**src/rtl/io_input_capture_if.sv**
```systemverilog
// CPU-facing read port of io_input_capture: show-ahead capture FIFO plus the sticky overflow flag.
// Handshake: rd_valid is high while the head entry on rd_data is valid; an entry leaves on a rising clk edge where rd_en && rd_valid.
interface io_input_capture_if #(
  parameter int SW_WIDTH   = 16,
  parameter int FIFO_DEPTH = 4
);
  logic                          rd_en;
  logic [SW_WIDTH-1:0]           rd_data;
  logic                          rd_valid;
  logic [$clog2(FIFO_DEPTH):0]   fifo_count;
  logic                          overflow;
  logic                          ovf_clear;

  // CPU side
  modport master (
    output rd_en,
    output ovf_clear,
    input  rd_data,
    input  rd_valid,
    input  fifo_count,
    input  overflow
  );

  // capture block side
  modport slave (
    input  rd_en,
    input  ovf_clear,
    output rd_data,
    output rd_valid,
    output fifo_count,
    output overflow
  );
endinterface

```
**src/rtl/io_input_capture.sv**
```systemverilog
// Switch/button front-end: 2-flop synchronisers, per-button debounce with press pulses, and a show-ahead
// FIFO of switch snapshots taken on each CAP_BTN press. Optional auto-repeat: IO_INPUT_AUTO_REPEAT_EN.
module io_input_capture #(
  parameter int SW_WIDTH        = 16,
  parameter int BTN_CNT         = 2,
  parameter int CAP_BTN         = 0,
  parameter int DEBOUNCE_CYCLES = 200000,
  parameter int CNT_W           = 18,
  parameter int FIFO_DEPTH      = 4,
  parameter int REPEAT_DELAY    = 50000000,
  parameter int REPEAT_PERIOD   = 10000000
) (
  input  logic                 clk,
  input  logic                 reset,
  input  logic [SW_WIDTH-1:0]  switchInput,
  input  logic [BTN_CNT-1:0]   btn_in,
  output logic [BTN_CNT-1:0]   btn_level,
  output logic [BTN_CNT-1:0]   btn_pulse,
  io_input_capture_if.slave    rd_bus
);

  localparam int                AW       = $clog2(FIFO_DEPTH);
  localparam logic [CNT_W-1:0]  DEB_LAST = CNT_W'(DEBOUNCE_CYCLES - 1);
  localparam logic [AW:0]       FULL_CNT = (AW + 1)'(FIFO_DEPTH);

  if (DEBOUNCE_CYCLES < 2) begin : g_bad_debounce
    $error("io_input_capture: DEBOUNCE_CYCLES must be >= 2");
  end
  if ((2 ** CNT_W) <= DEBOUNCE_CYCLES) begin : g_bad_cnt_w
    $error("io_input_capture: CNT_W too narrow for DEBOUNCE_CYCLES");
  end
  if ((FIFO_DEPTH < 2) || ((FIFO_DEPTH & (FIFO_DEPTH - 1)) != 0)) begin : g_bad_depth
    $error("io_input_capture: FIFO_DEPTH must be a power of two >= 2");
  end
  if ((CAP_BTN < 0) || (CAP_BTN >= BTN_CNT)) begin : g_bad_cap_btn
    $error("io_input_capture: CAP_BTN out of range");
  end
  if ((REPEAT_DELAY < 1) || (REPEAT_PERIOD < 1)) begin : g_bad_repeat
    $error("io_input_capture: REPEAT_DELAY and REPEAT_PERIOD must be >= 1");
  end

  // ---------------- synchronisers ----------------
  logic [SW_WIDTH-1:0] sw_s1, sw_s2;
  logic [BTN_CNT-1:0]  btn_s1, btn_s2;

  always_ff @(posedge clk) begin
    if (reset) begin
      sw_s1  <= '0;
      sw_s2  <= '0;
      btn_s1 <= '0;
      btn_s2 <= '0;
    end else begin
      sw_s1  <= switchInput;
      sw_s2  <= sw_s1;
      btn_s1 <= btn_in;
      btn_s2 <= btn_s1;
    end
  end

  // ---------------- debounce ----------------
  logic [CNT_W-1:0]   deb_cnt [BTN_CNT];
  logic [BTN_CNT-1:0] level_q;
  logic [BTN_CNT-1:0] pulse_q;
  logic [BTN_CNT-1:0] accept;
  logic [BTN_CNT-1:0] rise;
  logic [BTN_CNT-1:0] rpt_fire;

  // accept: the mismatch has now persisted for DEBOUNCE_CYCLES consecutive cycles
  always_comb begin
    accept = '0;
    for (int i = 0; i < BTN_CNT; i++) begin
      accept[i] = (btn_s2[i] != level_q[i]) && (deb_cnt[i] == DEB_LAST);
    end
    rise = accept & ~level_q;
  end

  always_ff @(posedge clk) begin
    if (reset) begin
      for (int i = 0; i < BTN_CNT; i++) deb_cnt[i] <= '0;
      level_q <= '0;
      pulse_q <= '0;
    end else begin
      for (int i = 0; i < BTN_CNT; i++) begin
        if ((btn_s2[i] == level_q[i]) || accept[i]) begin
          deb_cnt[i] <= '0;
        end else begin
          deb_cnt[i] <= deb_cnt[i] + 1'b1;
        end
        if (accept[i]) level_q[i] <= btn_s2[i];
      end
      pulse_q <= rise | rpt_fire;
    end
  end

`ifdef IO_INPUT_AUTO_REPEAT_EN
  // ---------------- auto-repeat ----------------
  localparam int             RPT_MAX = (REPEAT_DELAY > REPEAT_PERIOD) ? REPEAT_DELAY : REPEAT_PERIOD;
  localparam int             RPT_W   = $clog2(RPT_MAX + 1);
  localparam logic [RPT_W-1:0] RPT_DELAY_LAST  = RPT_W'(REPEAT_DELAY - 1);
  localparam logic [RPT_W-1:0] RPT_PERIOD_LAST = RPT_W'(REPEAT_PERIOD - 1);

  logic [RPT_W-1:0]   rpt_cnt [BTN_CNT];
  logic [BTN_CNT-1:0] rpt_first;
  logic [BTN_CNT-1:0] fall;

  // rpt_cnt holds the cycles elapsed since the last pulse on a channel that is held down
  always_comb begin
    fall     = accept & level_q;
    rpt_fire = '0;
    for (int i = 0; i < BTN_CNT; i++) begin
      rpt_fire[i] = level_q[i] && !fall[i] &&
                    (rpt_first[i] ? (rpt_cnt[i] == RPT_DELAY_LAST)
                                  : (rpt_cnt[i] == RPT_PERIOD_LAST));
    end
  end

  always_ff @(posedge clk) begin
    if (reset) begin
      for (int i = 0; i < BTN_CNT; i++) rpt_cnt[i] <= '0;
      rpt_first <= '1;
    end else begin
      for (int i = 0; i < BTN_CNT; i++) begin
        if (!level_q[i] || fall[i]) begin
          rpt_cnt[i]   <= '0;
          rpt_first[i] <= 1'b1;
        end else if (rpt_fire[i]) begin
          rpt_cnt[i]   <= '0;
          rpt_first[i] <= 1'b0;
        end else begin
          rpt_cnt[i]   <= rpt_cnt[i] + 1'b1;
        end
      end
    end
  end
`else
  assign rpt_fire = '0;
`endif

  assign btn_level = level_q;
  assign btn_pulse = pulse_q;

  // ---------------- capture FIFO ----------------
  logic [SW_WIDTH-1:0] mem [FIFO_DEPTH];
  logic [AW-1:0]       wr_ptr, rd_ptr;
  logic [AW:0]         count;
  logic                push_req, push, pop, full, drop;

  always_comb begin
    push_req = pulse_q[CAP_BTN];
    full     = (count == FULL_CNT);
    pop      = rd_bus.rd_en && (count != '0);
    // a full FIFO still accepts a push when the head leaves on the same edge
    push     = push_req && (!full || pop);
    drop     = push_req && full && !pop;
  end

  always_ff @(posedge clk) begin
    if (push) mem[wr_ptr] <= sw_s2;
  end

  always_ff @(posedge clk) begin
    if (reset) begin
      wr_ptr <= '0;
      rd_ptr <= '0;
      count  <= '0;
    end else begin
      if (push) wr_ptr <= wr_ptr + 1'b1;
      if (pop)  rd_ptr <= rd_ptr + 1'b1;
      case ({push, pop})
        2'b10:   count <= count + 1'b1;
        2'b01:   count <= count - 1'b1;
        default: count <= count;
      endcase
    end
  end

  logic overflow_q;

  always_ff @(posedge clk) begin
    if (reset) begin
      overflow_q <= 1'b0;
    end else if (drop) begin
      overflow_q <= 1'b1;
    end else if (rd_bus.ovf_clear) begin
      overflow_q <= 1'b0;
    end
  end

  assign rd_bus.rd_valid   = (count != '0);
  assign rd_bus.rd_data    = (count != '0) ? mem[rd_ptr] : '0;
  assign rd_bus.fifo_count = count;
  assign rd_bus.overflow   = overflow_q;

endmodule

```
**src/flat_wrapper.sv**
```systemverilog
// flat-port wrapper written by rule: the top's interface ports become plain ports
module io_input_capture_flat 
#(
  parameter int SW_WIDTH        = 16,
  parameter int BTN_CNT         = 2,
  parameter int CAP_BTN         = 0,
  parameter int DEBOUNCE_CYCLES = 200000,
  parameter int CNT_W           = 18,
  parameter int FIFO_DEPTH      = 4,
  parameter int REPEAT_DELAY    = 50000000,
  parameter int REPEAT_PERIOD   = 10000000
)
  (clk, reset, switchInput, btn_in, btn_level, btn_pulse, rd_bus_rd_en, rd_bus_ovf_clear, rd_bus_rd_data, rd_bus_rd_valid, rd_bus_fifo_count, rd_bus_overflow);
  io_input_capture_if #(.SW_WIDTH(SW_WIDTH), .FIFO_DEPTH(FIFO_DEPTH)) rd_bus_i ();
  input  logic clk;
  input  logic reset;
  input  logic [SW_WIDTH-1:0] switchInput;
  input  logic [BTN_CNT-1:0] btn_in;
  output logic [BTN_CNT-1:0] btn_level;
  output logic [BTN_CNT-1:0] btn_pulse;
  input wire logic [$bits(rd_bus_i.rd_en)-1:0] rd_bus_rd_en;
  input wire logic [$bits(rd_bus_i.ovf_clear)-1:0] rd_bus_ovf_clear;
  output wire logic [$bits(rd_bus_i.rd_data)-1:0] rd_bus_rd_data;
  output wire logic [$bits(rd_bus_i.rd_valid)-1:0] rd_bus_rd_valid;
  output wire logic [$bits(rd_bus_i.fifo_count)-1:0] rd_bus_fifo_count;
  output wire logic [$bits(rd_bus_i.overflow)-1:0] rd_bus_overflow;
  assign rd_bus_i.rd_en = rd_bus_rd_en;
  assign rd_bus_i.ovf_clear = rd_bus_ovf_clear;
  assign rd_bus_rd_data = rd_bus_i.rd_data;
  assign rd_bus_rd_valid = rd_bus_i.rd_valid;
  assign rd_bus_fifo_count = rd_bus_i.fifo_count;
  assign rd_bus_overflow = rd_bus_i.overflow;
  io_input_capture #(.SW_WIDTH(SW_WIDTH), .BTN_CNT(BTN_CNT), .CAP_BTN(CAP_BTN), .DEBOUNCE_CYCLES(DEBOUNCE_CYCLES), .CNT_W(CNT_W), .FIFO_DEPTH(FIFO_DEPTH), .REPEAT_DELAY(REPEAT_DELAY), .REPEAT_PERIOD(REPEAT_PERIOD)) u_core (.clk(clk), .reset(reset), .switchInput(switchInput), .btn_in(btn_in), .btn_level(btn_level), .btn_pulse(btn_pulse), .rd_bus(rd_bus_i));
endmodule
```
**config.mk**
```make
export PLATFORM = sky130hd
export DESIGN_NAME = io_input_capture_flat
export DESIGN_NICKNAME = d
export VERILOG_FILES = /design/src/rtl/io_input_capture_if.sv /design/src/rtl/io_input_capture.sv /design/src/flat_wrapper.sv
export SDC_FILE = /design/constraint.sdc
export NUM_CORES = 1
export LEC_CHECK = 0
export CORE_ASPECT_RATIO = 0.9
export CORE_MARGIN = 3
export CORE_UTILIZATION = 49
export DETAILED_ROUTE_END_ITERATION = 10
export GPL_ROUTABILITY_DRIVEN = 0
export PLACE_DENSITY = 0.72
export SETUP_SLACK_MARGIN = 0.4
export SYNTH_ARGS = -nofsm -noshare
export SYNTH_HDL_FRONTEND = slang
export SYNTH_SLANG_ARGS = --single-unit
```
**constraint.sdc**
```tcl
create_clock -name clk -period 3.75 [get_ports clk]
set_clock_uncertainty 0.05 [all_clocks]
set_input_delay 0.375 -clock clk [delete_from_list [all_inputs] [get_ports clk]]
set_output_delay 0.375 -clock clk [all_outputs]
set_load 0.05 [all_outputs]
```
==> flow_summary.ini <==
; flow metrics
[status]
outcome = completed

[power_and_ir_drop]
power.group.top = sequential cells
p_sw_uw = 767
total_power_uw = 3670
p_seq_uw = 1820
peakVddDrop_mv = 0.333

[die]
die_area_sq_um = 13800
rows = 37
die_w_microns = 123

[clock_network]
post-cts-setup-buffers = 0
hold_buffers = 0
htreeDepth = 4

[final_timing]
post-route-min-period_ps = 3000
holdWs_ps = 286
hold_viol = 0
worstMarginPinSlew_ps = 849

[synthesis]
synthCells = 446
ys_types = 44
synth-adder-area-share = 0.0156
synth-edff-count = 100
synth.area.top_cells = edfxtp_1, dfxtp_1, mux4_2
synth_top_area_share = 0.493
mux_share = 0.0627
top_area_cell = edfxtp_1
top_logic_kind = simple AND/OR/NAND/NOR gates
ys_cells = 446
async_flop_share = 0

[flow_run]
warning_count = 29

[placed_design]
placed_area_sq_um = 6820
numPortBuffers = 46

[worst_setup_path]
crit_path_end = rd_bus_rd_data[0]
path_class = reg -> out
crit_family = flip-flops
cp.depth = 3
path_max_fanout = 16
crit_required_ps = 3320
r2r-start = u_core.rd_bus.fifo_count[0]$_SDFFE_PP0P_

[drt]
wl_met2_microns = 4870
first_iter_violations = 171
routed_wl_microns = 10300
postRouteAntennaNets = 0
drc_errors = 0
drtPass1Iterations = 4
route.layer.met1.wl_microns = 4750

[final_layout]
buffer_area_frac = 0.0643
final_cell_mix = edfxtp_1, nor2_1, dfxtp_1
drive_gt1_frac = 0.110
comb_area_frac = 0.282
n_antenna_cell = 0
largest_reg_flops = 64
utilization = 0.633
lay_top_count = edfxtp_1
postLayoutCellArea_sq_um = 7440
logic_area_sq_um = 2100
area_growth_pct = 22.2
top_regs = u_core.mem: 64 flops, u_core.deb_cnt: 36 flops
fillers = 892

[grt]
grtUsageMet3 = 0.0523
met2_usage = 0.246
overflow = 0
grtUsageMet1 = 0.218
grt_pass1_wl_microns = 17200
grt_pass1_vias = 3506

[worst_hold_path]
hp-class = in -> reg
hold_path_startpoint = reset
==> images/logic_types.png <==
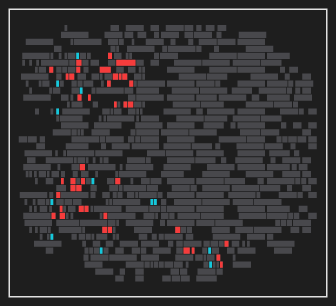
[inv cells] cyan | cells: 12 | most used: inv_1
[nand cells] red | cells: 40 | most used: nand3_1

==> images/clocks.png <==
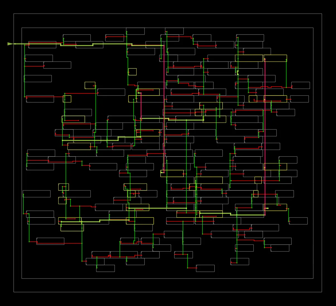
FFs & Latches: 150
CLK BUF: 17
CTS Sinks: 150
CTS buffer count: 17
Clock group: 1760 uW

==> images/flops_by_reg.png <==
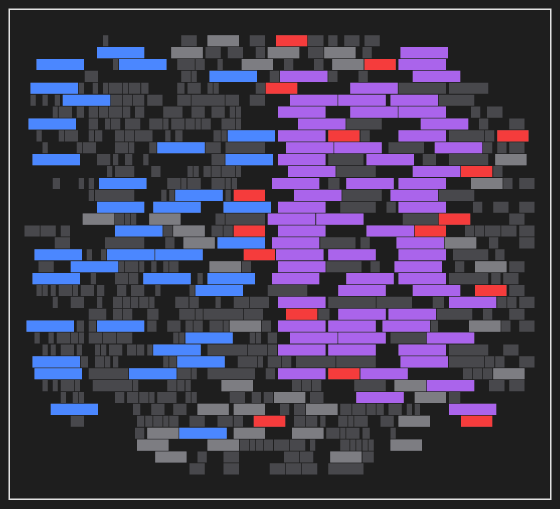
[u_core.deb_cnt] blue | sequential cells: 36
[u_core.sw_s2] red | sequential cells: 16
[u_core.mem] purple | sequential cells: 64
not colored: 34

==> images/layer_met1.png <==
Supply wires on this layer in gray.
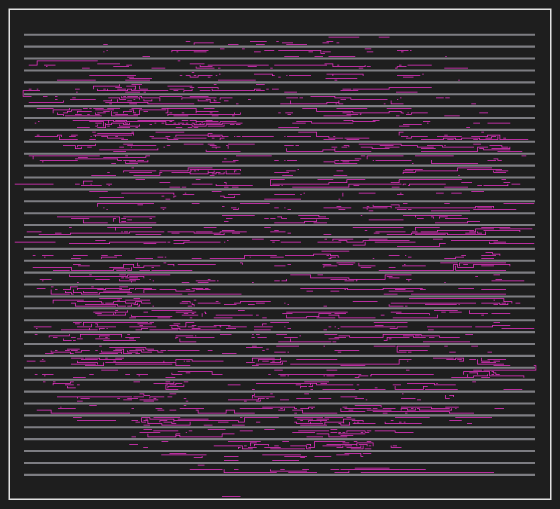
wire length on this layer: 4750 microns
share of all routed wire: 46%
nets with wire on the layer: 520
longest straight run: 30.4 microns

==> images/power_grid.png <==
Pins as bars on the die edge.
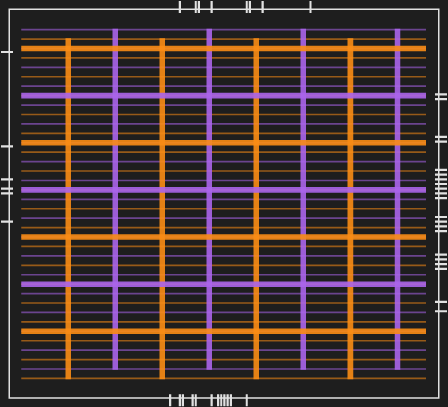
[VDD] purple
[VSS] orange
signal pins: 47
rows: 37
met1 rails: 38
met5 straps: 7
met4 straps: 8

Power figures rest on the tool's default switching activity, not on a simulated workload.
